[src/rtl/alu_arb_pkg.sv]
// Shared definitions for the ALU operand-source round-robin arbiter:
// requester count, mux select width, FSM state encoding, default hold
// timeout and a select-to-one-hot helper.
package alu_arb_pkg;

  localparam int NUM_REQ             = 4;
  localparam int SEL_W               = 2;
  localparam int DEF_TIMEOUT_CYCLES  = 16;

  typedef enum logic {
    IDLE = 1'b0,
    BUSY = 1'b1
  } state_t;

  // Convert a binary requester index into its one-hot grant vector.
  function automatic logic [NUM_REQ-1:0] sel_to_onehot(input logic [SEL_W-1:0] idx);
    return 4'b0001 << idx;
  endfunction

endpackage

[src/rtl/alu_src_rr_arbiter_rr_pick.sv]
// rr_pick: combinational rotate-priority encoder. Scans req starting at
// ptr and wrapping modulo NUM_REQ; idx is the first requester found and
// any reports whether any requester is active. Reusable by other
// shared-resource arbiters in the datapath.
module rr_pick
  import alu_arb_pkg::*;
(
  input  logic [NUM_REQ-1:0] req,
  input  logic [SEL_W-1:0]   ptr,
  output logic               any,
  output logic [SEL_W-1:0]   idx
);

  logic [NUM_REQ-1:0] rot_s;
  logic [SEL_W-1:0]   off_s;

  // Rotate req so that bit 0 is the requester at ptr, then priority-encode the offset.
  always_comb begin
    rot_s = 4'({req, req} >> ptr);
    off_s = 2'd0;
    casez (rot_s)
      4'b???1: off_s = 2'd0;
      4'b??10: off_s = 2'd1;
      4'b?100: off_s = 2'd2;
      4'b1000: off_s = 2'd3;
      default: off_s = 2'd0;
    endcase
    any = |req;
    idx = ptr + off_s;
  end

endmodule

[config.mk]
export PLATFORM = sky130hd
export DESIGN_NAME = rr_pick
export DESIGN_NICKNAME = d
export VERILOG_FILES = /design/src/rtl/alu_arb_pkg.sv /design/src/rtl/alu_src_rr_arbiter_rr_pick.sv
export SDC_FILE = /design/constraint.sdc
export NUM_CORES = 1
export LEC_CHECK = 0
export ABC_CLOCK_PERIOD_IN_PS = 2300
export CAP_MARGIN = 20
export CORE_AREA = 3 3 40 42
export DETAILED_ROUTE_END_ITERATION = 16
export DIE_AREA = 0 0 43 45
export MAX_ROUTING_LAYER = met4
export PLACE_DENSITY = 0.4
export SYNTH_ARGS = -nofsm -noshare
export SYNTH_HDL_FRONTEND = slang
export SYNTH_SLANG_ARGS = --single-unit
[constraint.sdc]
create_clock -name vclk -period 2.3
set_input_delay 0.575 -clock vclk [all_inputs]
set_output_delay 0.575 -clock vclk [all_outputs]
set_load 0.005 [all_outputs]
gates.png
Scale: 6 px per µm.
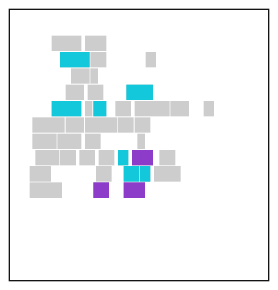
| color | family | cells |
|---|---|---|
| purple | and/or cells | 3 |
| cyan | nor cells | 7 |

m1.png
Scale: 6 px per µm.
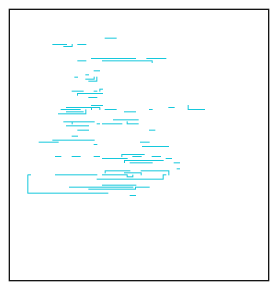
wire length on this layer: 218 µm
nets with wire on the layer: 39

==> flow_summary.ini <==
; implementation run metrics
[hold_path]
hold_start = req[2]

[drt]
via_count = 251
routed_wl_um = 537
first_pass_iters = 1
post_drt_wl_per_cell_um = 9.59

[setup_path]
crit_start = req[3]
cp-end-kind = output pin
arrival_ps = 1680
startpoint_type = input pin

[run_status]
status = complete, no violations

[cells_and_area]
fillers = 137
areaGrowthSynthToFinish_pct = 101
layout.area.seq_um2 = 0

[job]
max_cap_viol_count = 0

[sta]
max_slew.worst_pin.slew_ps = 265
rsz0062_at_grt = true

[pwr]
p_leak_nw = 0.166
internal_power_w = 0.0000446
finalPower_w = 0.0000737
pwr-share-clk_pct = 0

[yosys]
top_area_share_pct = 10.3
ys_sh_aoi_pct = 31.6
syn_nets = 33
synth_seq_share_pct = 0
yosys_warnings = 0

[floorplanning]
die_h_um = 45

[global_route]
grt_pass1_wl_um = 917
overflow = 0
grt_use_met1_pct = 6.44
antenna_found_initial = 0

[place]
place_congestion = 0.718
power groups by stage:
stage | Clock [W] | Sequential (W) | Combinational [W]
after floorplan | 0 | 0 | 0.0000285
after global placement | 0 | 0 | 0.0000677
after detailed placement | 0 | 0 | 0.0000691
after CTS | 0 | 0 | 0.0000728
after global routing | 0 | 0 | 0.0000813
final | 0 | 0 | 0.0000737
final cells by class:
type               count  area, µm²  share of cell area, %
multi-input cells     24        221                   56.7
repair buffers        16        146                   37.5
well taps             15       18.8                   4.81
inverters              1       3.75                  0.962
final timing paths:
kind / to / slack, ps / depth (start not counted)
hold / removal: idx[1] / 1650 / 5
setup / recovery: idx[1] / 50 / 9
cell usage in the layout, fill, tap and decap left out, types with 2 or more instances in the layout:
cell             netlist  layout
a21oi_2                0       2
buf_6                  1       2
buf_2                  0       2
buf_8                  0       2
buf_4                  0       7
clkdlybuf4s15_1        0       2
and3b_2                2       2
o211ai_1               2       2
nand2_1                2       2
nor3_1                 2       2
nor2b_4                0       2
routing by layer:
metal | wire (µm) | share of wire, % | vias up
li1 | - | - | 129
met1 | 218 | 41 | 115
met2 | 284 | 53 | 7
met3 | 34 | 6.3 | 0
met4 | 0 | 0 | 0
met5 | 0 | 0 | -
cells by family (layout without fill, tap and decap cells):
logic type                 after synthesis  in the layout
AOI/OAI and AO/OA                        8              8
xor gates and xnor gates                 2              2
adders and majority gates                1              1
and+or+nand+nor                         13             13
buffers and inverters                    2             17
through the flow:
step	instances	hold WS, ps	utilization, %	worst slack [ps]	area [µm²]
2_1_floorplan	26	1240	-	107	194
3_3_place_gp	56	2380	26.8	-865	344
3_5_place_dp	56	2360	26.8	-890	344
4_1_cts	56	1650	29.8	1.52	383
5_1_grt	56	1680	30.4	-70.9	390
6_report	56	1650	30.4	46.0	390
timing repair:
action,4_1_cts,5_1_grt
buffers inserted,0,0
resized,47,3
pin swaps,7,2
setup endpoints to repair,3,2
hold endpoints to repair,0,0
worst max-delay path, cell delays in order:
cell	delay [ps]
buf_6	90
nor2b_4	120
a21oi_2	90
o2bb2ai_1	60
o21a_1	190
ha_2	180
xnor2_2	130
xnor2_1	120
buf_2	130
No activity file was given, so power comes from the tool's default toggle rates.
